**Floorplan with the power grid**

Pins as bars on the die edge.
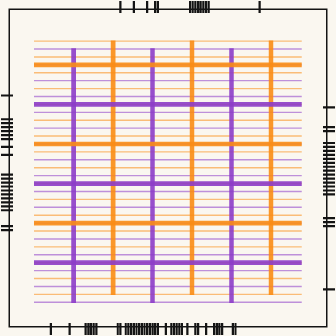
**Placement by cell class**

Bar = 20 um.
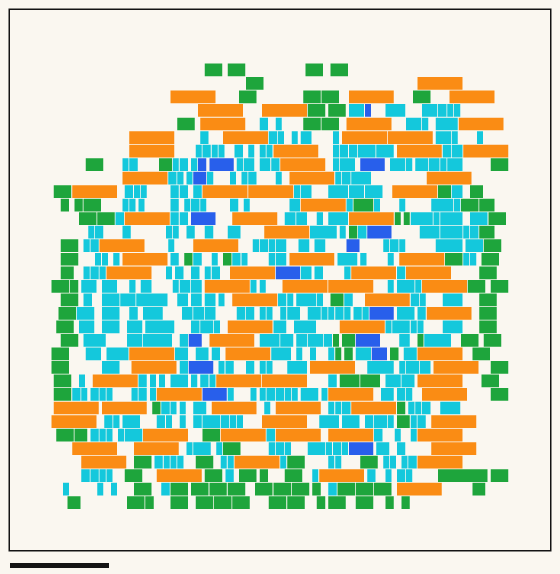
**Routed clock nets over the placement**

Bar = 20 um.
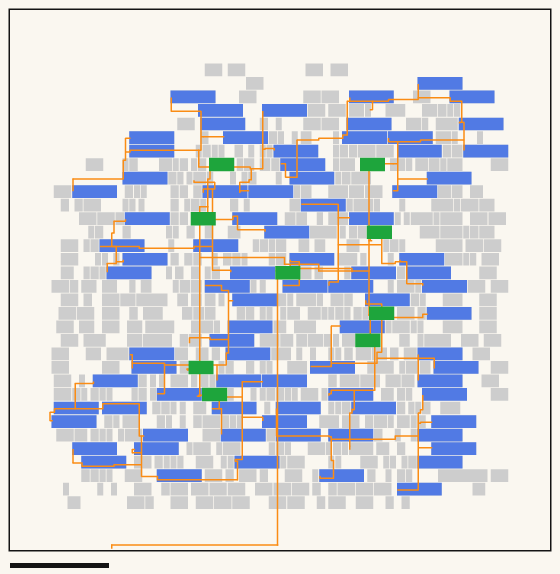
**Metal layers overlaid**

Two of the layers only.
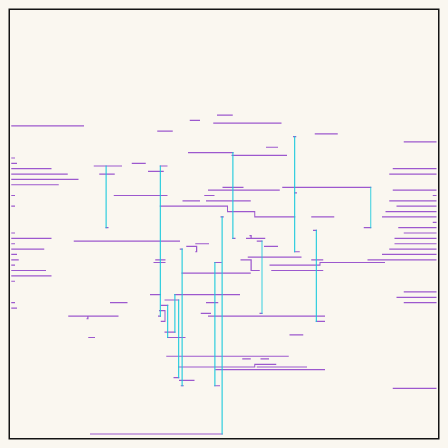
--- src/rtl/lvda_tlm_pkg.sv ---
// Shared definitions for the LVDA telemetry tag bank.
//   - tlm_state_e  : serialiser FSM states (IDLE, LOAD, SHIFT, DONE)
//   - default WIDTH / NUM_REGS localparams
//   - odd_parity   : odd-parity bit over a word (XOR of the bits, inverted)
//   - sel_in_range : select-index range check against a slot count
// odd_parity is only referenced when LVDA_TLM_PARITY_EN is defined.
package lvda_tlm_pkg;

   localparam int LVDA_TLM_DEF_WIDTH    = 8;
   localparam int LVDA_TLM_DEF_NUM_REGS = 8;

   typedef enum logic [1:0] {
      ST_IDLE  = 2'd0,
      ST_LOAD  = 2'd1,
      ST_SHIFT = 2'd2,
      ST_DONE  = 2'd3
   } tlm_state_e;

   // Callers zero-extend the word to 32 bits; the extra zeros leave the XOR unchanged.
   function automatic logic odd_parity(input logic [31:0] data);
      return ~(^data);
   endfunction

   // The comparison is done at 32 bits so it stays meaningful even when
   // SEL_W spans exactly NUM_REGS values.
   function automatic logic sel_in_range(input logic [31:0] sel, input int unsigned n);
      return sel < n;
   endfunction

endpackage

--- src/rtl/lvda_tlm_serializer.sv ---
// Snapshot-and-shift serialiser for one telemetry register.
// Ports:
//   clk, rst_n  : clock, asynchronous active-low reset
//   req         : accepted request (caller has already range-checked req_sel)
//   req_sel     : slot to snapshot
//   bit_stb     : one-cycle bit-time strobe
//   reg_q       : live register bank, slot i at [i*WIDTH +: WIDTH]
//   busy        : high from the LOAD cycle through the DONE cycle
//   tlm_bit     : last shifted bit, held between strobes
//   bit_vld     : one-cycle pulse, tlm_bit is new
//   done        : one-cycle pulse, one cycle after the last bit_vld
// Macro LVDA_TLM_PARITY_EN appends an odd-parity bit after the data bits.
module lvda_tlm_serializer
   import lvda_tlm_pkg::*;
#(
   parameter int NUM_REGS = LVDA_TLM_DEF_NUM_REGS,
   parameter int WIDTH    = LVDA_TLM_DEF_WIDTH,
   parameter int SEL_W    = $clog2(NUM_REGS)
) (
   input  logic                      clk,
   input  logic                      rst_n,
   input  logic                      req,
   input  logic [SEL_W-1:0]          req_sel,
   input  logic                      bit_stb,
   input  logic [NUM_REGS*WIDTH-1:0] reg_q,
   output logic                      busy,
   output logic                      tlm_bit,
   output logic                      bit_vld,
   output logic                      done
);

`ifdef LVDA_TLM_PARITY_EN
   localparam int NBITS = WIDTH + 1;
`else
   localparam int NBITS = WIDTH;
`endif
   localparam int CNT_W  = $clog2(NBITS + 1);
   localparam int STAGES = 1;

   tlm_state_e        state, state_nxt;
   logic [SEL_W-1:0]  sel_q;
   logic [WIDTH-1:0]  src_word;
   logic [NBITS-1:0]  load_word;
   logic [NBITS-1:0]  shreg;
   logic [CNT_W-1:0]  bitcnt;
   logic              last_q;   // final bit shifted; hold SHIFT one more cycle so DONE trails its VLD
   logic              bit_q;
   logic [STAGES:0]   vld_pipe;
   logic              shift_en;

   // Strobes in LOAD or in the drain cycle after the last bit are not taken.
   assign shift_en    = (state == ST_SHIFT) && !last_q && bit_stb;
   assign vld_pipe[0] = shift_en;

   always_comb begin
      src_word = '0;
      for (int i = 0; i < NUM_REGS; i++) begin
         if (sel_q == SEL_W'(i)) src_word = reg_q[i*WIDTH +: WIDTH];
      end
   end

`ifdef LVDA_TLM_PARITY_EN
   assign load_word = {src_word, odd_parity(32'(src_word))};
`else
   assign load_word = src_word;
`endif

   always_ff @(posedge clk or negedge rst_n) begin
      if (!rst_n) state <= ST_IDLE;
      else        state <= state_nxt;
   end

   always_comb begin
      state_nxt = state;
      case (state)
         ST_IDLE:  if (req) state_nxt = ST_LOAD;
         ST_LOAD:  state_nxt = ST_SHIFT;
         ST_SHIFT: if (last_q) state_nxt = ST_DONE;
         ST_DONE:  state_nxt = ST_IDLE;
         default:  state_nxt = ST_IDLE;
      endcase
   end

   always_ff @(posedge clk or negedge rst_n) begin
      if (!rst_n) begin
         sel_q              <= '0;
         shreg              <= '0;
         bitcnt             <= '0;
         last_q             <= 1'b0;
         bit_q              <= 1'b0;
         vld_pipe[STAGES:1] <= '0;
      end else begin
         vld_pipe[STAGES:1] <= vld_pipe[STAGES-1:0];
         if (state == ST_IDLE && req) sel_q <= req_sel;
         if (state == ST_LOAD) begin
            // The bank already holds writes committed on the request edge.
            shreg  <= load_word;
            bitcnt <= CNT_W'(NBITS - 1);
            last_q <= 1'b0;
         end else if (shift_en) begin
            bit_q <= shreg[NBITS-1];
            shreg <= shreg << 1;
            if (bitcnt == '0) last_q <= 1'b1;
            else              bitcnt <= bitcnt - 1'b1;
         end else if (state == ST_DONE) begin
            last_q <= 1'b0;
         end
      end
   end

   assign busy    = (state != ST_IDLE);
   assign done    = (state == ST_DONE);
   assign tlm_bit = bit_q;
   assign bit_vld = vld_pipe[STAGES];

endmodule

--- src/rtl/lvda_tlm_tag_bank.sv ---
// LVDA tag / real-time telemetry register bank.
// NUM_REGS registers of WIDTH bits, loaded and cleared by PHASE-qualified
// strobes; one selected register is serialised MSB-first on request.
// Ports:
//   SIM_CLK, SIM_RSTN          : clock, asynchronous active-low reset
//   PHASE                      : qualifies WR_STB / CLR_STB / CLR_ALL
//   WR_STB, WR_SEL, WR_DATA    : register load
//   CLR_STB, CLR_SEL, CLR_ALL  : single / global clear (load wins on a collision)
//   TLM_REQ, TLM_SEL, BIT_STB  : serialise request and bit-time strobe
//   REG_Q                      : live registers, slot i at [i*WIDTH +: WIDTH]
//   WR_ERR                     : one pulse the cycle after any out-of-range select
//   TLM_BUSY, TLM_BIT, TLM_BIT_VLD, TLM_DONE : serialiser handshake
// Macro LVDA_TLM_PARITY_EN adds a trailing odd-parity bit to each transfer.
module lvda_tlm_tag_bank
   import lvda_tlm_pkg::*;
#(
   parameter int NUM_REGS = LVDA_TLM_DEF_NUM_REGS,
   parameter int WIDTH    = LVDA_TLM_DEF_WIDTH,
   parameter int SEL_W    = $clog2(NUM_REGS)
) (
   input  logic                      SIM_CLK,
   input  logic                      SIM_RSTN,
   input  logic                      PHASE,
   input  logic                      WR_STB,
   input  logic [SEL_W-1:0]          WR_SEL,
   input  logic [WIDTH-1:0]          WR_DATA,
   input  logic                      CLR_STB,
   input  logic [SEL_W-1:0]          CLR_SEL,
   input  logic                      CLR_ALL,
   input  logic                      TLM_REQ,
   input  logic [SEL_W-1:0]          TLM_SEL,
   input  logic                      BIT_STB,
   output logic [NUM_REGS*WIDTH-1:0] REG_Q,
   output logic                      WR_ERR,
   output logic                      TLM_BUSY,
   output logic                      TLM_BIT,
   output logic                      TLM_BIT_VLD,
   output logic                      TLM_DONE
);

   logic wr_inr, clr_inr, tlm_inr;
   logic wr_go, clr_go, clr_all_go, tlm_go;
   logic err_d, err_q;
   logic [NUM_REGS-1:0][WIDTH-1:0] regs;

   assign wr_inr  = sel_in_range(32'(WR_SEL),  NUM_REGS);
   assign clr_inr = sel_in_range(32'(CLR_SEL), NUM_REGS);
   assign tlm_inr = sel_in_range(32'(TLM_SEL), NUM_REGS);

   assign wr_go      = PHASE & WR_STB  & wr_inr;
   assign clr_go     = PHASE & CLR_STB & clr_inr;
   assign clr_all_go = PHASE & CLR_ALL;
   // Requests are not phase-gated; the serialiser ignores them while busy.
   assign tlm_go     = TLM_REQ & tlm_inr;

   // Requests seen while busy are dropped silently, so they never flag an error.
   assign err_d = (PHASE & WR_STB  & ~wr_inr)
                | (PHASE & CLR_STB & ~clr_inr)
                | (TLM_REQ & ~TLM_BUSY & ~tlm_inr);

   always_ff @(posedge SIM_CLK or negedge SIM_RSTN) begin
      if (!SIM_RSTN) err_q <= 1'b0;
      else           err_q <= err_d;
   end

   for (genvar i = 0; i < NUM_REGS; i++) begin : g_slot
      logic [WIDTH-1:0] slot_q;
      logic             hit_wr, hit_clr;

      assign hit_wr  = wr_go && (WR_SEL == SEL_W'(i));
      assign hit_clr = clr_all_go || (clr_go && (CLR_SEL == SEL_W'(i)));

      always_ff @(posedge SIM_CLK or negedge SIM_RSTN) begin
         if (!SIM_RSTN)    slot_q <= '0;
         else if (hit_wr)  slot_q <= WR_DATA;
         else if (hit_clr) slot_q <= '0;
      end

      assign regs[i] = slot_q;
   end

   assign REG_Q  = regs;
   assign WR_ERR = err_q;

   lvda_tlm_serializer #(
      .NUM_REGS (NUM_REGS),
      .WIDTH    (WIDTH),
      .SEL_W    (SEL_W)
   ) u_ser (
      .clk     (SIM_CLK),
      .rst_n   (SIM_RSTN),
      .req     (tlm_go),
      .req_sel (TLM_SEL),
      .bit_stb (BIT_STB),
      .reg_q   (REG_Q),
      .busy    (TLM_BUSY),
      .tlm_bit (TLM_BIT),
      .bit_vld (TLM_BIT_VLD),
      .done    (TLM_DONE)
   );

endmodule

--- config.mk ---
export PLATFORM = sky130hd
export DESIGN_NAME = lvda_tlm_tag_bank
export DESIGN_NICKNAME = d
export VERILOG_FILES = /design/src/rtl/lvda_tlm_pkg.sv /design/src/rtl/lvda_tlm_serializer.sv /design/src/rtl/lvda_tlm_tag_bank.sv
export SDC_FILE = /design/constraint.sdc
export NUM_CORES = 1
export LEC_CHECK = 0
export CORE_MARGIN = 8
export CORE_UTILIZATION = 51
export CTS_CLUSTER_SIZE = 16
export DETAILED_ROUTE_END_ITERATION = 10
export GPL_TIMING_DRIVEN = 0
export PLACE_DENSITY = 0.84
export SLEW_MARGIN = 20
export SYNTH_ARGS = -nofsm -noshare
export SYNTH_HDL_FRONTEND = slang
export SYNTH_SLANG_ARGS = --single-unit
--- constraint.sdc ---
create_clock -name SIM_CLK -period 1.9 [get_ports SIM_CLK]
set_input_delay 0.38 -clock SIM_CLK [delete_from_list [all_inputs] [get_ports SIM_CLK]]
set_output_delay 0.38 -clock SIM_CLK [all_outputs]
set_load 0.01 [all_outputs]
==> results.yml <==
# generated from flow reports
critical_path:
  worstSetupStartpointType: "flop"
  arrival_ns: 1.41
  critPathMaxStageDelay_ns: 0.59
  path_cells: "clkdlybuf4s50_1"
  worst_path_max_delay_cell: "clkdlybuf4s50_1"
  endpoint_kind: "primary output"
  cp_top_family: "buffers and inverters"
  critPathRequiredTime_ns: 1.52
  cp_max_fo: 4
  worstSetupPathType: "flop to primary output"
  cp_num_buf_inv: 1
pwr:
  leakagePower_uw: 0.002317
  power_switching_uw: 2050
  power_uw: 5522
  internal_power_uw: 3472
  pwr-share-comb_pct: 38.8
  switching_share_pct: 37.12
  ir_drop_mv: 0.5324
  seqPwrFrac_pct: 39.9
  p_per_area_mw_per_mm2: 991.9
grt:
  grt_max_degree: 53
  grt.total_usage_pct: 22.81
  overflow: 0
  grt_pass1_vias: 3974
  grt_pass1_wl_mm: 21.09
  antenna_found_initial: 0
synth:
  synth_flop_count: 84
  synth-main-ff-cell: "dfrtp_1"
  synth_cells: 480
  mux_area_share_pct: 6.093
  yosys.area_share.simple_pct: 21.42
  postSynth.asyncResetShare_pct: 100.0
  logic_family: "simple AND/OR/NAND/NOR gates"
  netlist_area_mm2: 0.004374
  synth-compound-area-share_pct: 17.31
  syn_area_per_cell_um2: 9.113
  edf_count: 0
  synthesis.nets: 511
  synth_area_leader_cell: "dfrtp_1"
  synth.area.top_cells: "dfrtp_1 (48%), nand2_1 (12%), o21ai_0 (7.7%)"
  ys_types: 53
  xor_share_pct: 0.4005
  ys_seq_share_pct: 48.05
  ys_area_mm2: 0.004374
  adder_share_pct: 1.716
  yosys_warnings: 0
  top_cell_area_share_pct: 48.05
  ys_cells: 480
cts:
  clk_pin_slew_ns: 0.09
  cts_tree: "built"
  clock_path_buffers: 2
  cts_root_buf: "clkbuf_8"
  cts_buffers: 9
  cts.sinks: 84
  htree_levels: 3
route:
  drt_wl_total_mm: 13.18
  drc: 0
  drt-pass1-iter-count: 5
  via_count: 4055
  antenna_left: 0
  via_per_inst: 5.902
  wl_per_cell_um: 19.18
  drtIter0Drc: 322
flow_run:
  log.warning_count: 30
  maxCapViolCount: 0
layout:
  area_growth_pct: 27.26
  lay_top_count: "nand2_1"
  final_layout_size_suffix_gt1_share_pct: 14.09
  stdcell_count: 687
  antenna_cells: 0
  lay_top_cells: "nand2_1 (143), dfrtp_1 (84), clkdlybuf4s50_1 (79), o21ai_0 (67), o21ai_1 (17)"
  nNetsFinal: 608
  final_util_pct: 67.41
placed_design:
  hpwl_mm: 9.806
  dpl.cell_count: 668
  place.gp.congestion: 0.9239
  dp_slack_ns: -0.1034
  portBuffers: 82
floorplan:
  io_pins: 94
  rows: 33
  die_height_um: 108.6
  fp_util_pct: 52.97
  core_mm2: 0.008258
  die_w_um: 108.6
  chip_area_mm2: 0.01180
sta:
  min_period_ns: 1.792
  fmax_ghz: 0.5582
  worst_pin_slew_ns: 0.6624
  finalWorstSetupSlack_ns: 0.1084
  finalMaxSlewViolations: 0
  setup_tns_ns: 0
  setup_viol: 0
  finalClockSkew_ns: 0.01110
  slew_headroom_pct: 55.55
  fin_crit_sh_pct: 94.29
  hold_viol_final: 0
status:
  status: "completed"
hold_path:
  hold_class: "input port to flop"
## Picture notes: 'floorplan with the power grid'
Key: orange = VDD; purple = VSS
The core has 33 rows. 94 signal pins sit on the boundary.

## Picture notes: 'placement by cell class'
Key: cyan = remaining logic cells [cells 365, share of their area 39%]; blue = clock drivers and dummy loads [cells 16, share of their area 3.3%]; green = remaining buffers and delay cells [cells 117, share of their area 19%]; orange = sequential cells [cells 84, share of their area 39%]

## Picture notes: 'routed clock nets over the placement'
Key: blue = flip-flops [count 84]; orange = clock wires [length 975 um]; green = clock-net drivers [count 9]
There are 10 routed clock nets.
Clock Power: 1180 uW
Clk network pwr share: 21.3%
worst skew pair latency: 0.36 ns

## Picture notes: 'metal layers overlaid'
Key: cyan = M4 [wire length 315 um]; purple = M3 [wire length 896 um]

==> flip-flops by register name, indices dropped and copies added, names as in the netlist <==
name / count
u_ser.bit_vld: 1
u_ser.state: 2
g_slot.slot_q: 64
u_ser.shreg: 8
u_ser.sel_q: 3
u_ser.last_q: 1
u_ser.bitcnt: 4
u_ser.tlm_bit: 1
==> cells in the mapped netlist (all sizes together) (5+ instances only) <==
cell type / n
o21ai: 89
nor2: 13
a22oi: 5
mux2i: 12
dfrtp: 84
inv: 8
nor2b: 9
mux2: 13
nand3: 7
ha: 6
buf: 26
nand2: 143
o22ai: 5
nand3b: 8
clkbuf: 5
==> per-layer routing <==
layer,share of wire (%),vias to the layer above,track usage (%)
met2,49,165,37.75
li1,-,1851,-
met5,0,-,0
met1,42,2007,29.29
met3,6.8,32,3.717
met4,2.4,0,9.091
==> power groups by stage <==
stage	clock network [uW]	registers, uW	logic (uW)
floorplan	0	2220	1370
global placement	0	2230	1970
detailed placement	0	2230	2040
CTS	1180	2190	2090
global route	1260	2220	2330
finish	1180	2200	2140
==> final cells by class <==
class                   instances  area [um2]
fillers                       665        2691
flip-flops and latches         84        2102
multi-input cells             357        2072
repair buffers                 86       868.3
plain buffers                  31       185.2
clock buffers                  11       141.4
well taps                     105       131.4
clock inverters                 5       36.28
inverters                       8       30.03
==> cell families (layout without fill, tap and decap cells) <==
| group | Yosys count | after routing |
|---|---|---|
| compound gates | 125 | 125 |
| xor+xnor | 2 | 2 |
| simple gates | 198 | 198 |
| other cells | 1 | 1 |
| buf+inv | 39 | 141 |
| mux | 25 | 25 |
| fa+ha+maj | 6 | 6 |
| flops | 84 | 84 |
==> per-stage QoR <==
stage | hold slack (ns) | cell area (um2)
finish | 0.3712 | 5567
global route | 0.3574 | 5567
CTS | 0.3574 | 5552
detailed placement | 0.3554 | 5351
global placement | 0.4952 | 5326
floorplan | 0.08441 | 4374
==> repair_timing <==
| item | 4_1_cts | 5_1_grt |
|---|---|---|
| buffers inserted | 2 | 0 |
| hold buffers | 1 | 0 |
| gates resized | 2 | 4 |
| endpoints found under the hold margin | 32 | 0 |
| setup endpoints to repair | 1 | 4 |
==> final timing paths <==
check | start | to | slack, ns | depth (start not counted)
max in group asynchronous | SIM_RSTN | g_slot[6].slot_q[1] | 0.79 | 3
hold / removal | WR_DATA[1] | g_slot[3].slot_q[1] | 0.37 | 3
hold reg to reg | u_ser.tlm_bit | u_ser.tlm_bit | 0.52 | 1
setup / recovery | g_slot[2].slot_q[5] | REG_Q[21] | 0.11 | 1
setup reg to reg | u_ser.sel_q[0] | u_ser.shreg[7] | 0.12 | 5
min in group asynchronous | SIM_RSTN | g_slot[2].slot_q[3] | 0.51 | 2
No activity file was given, so power comes from the tool's default toggle rates.
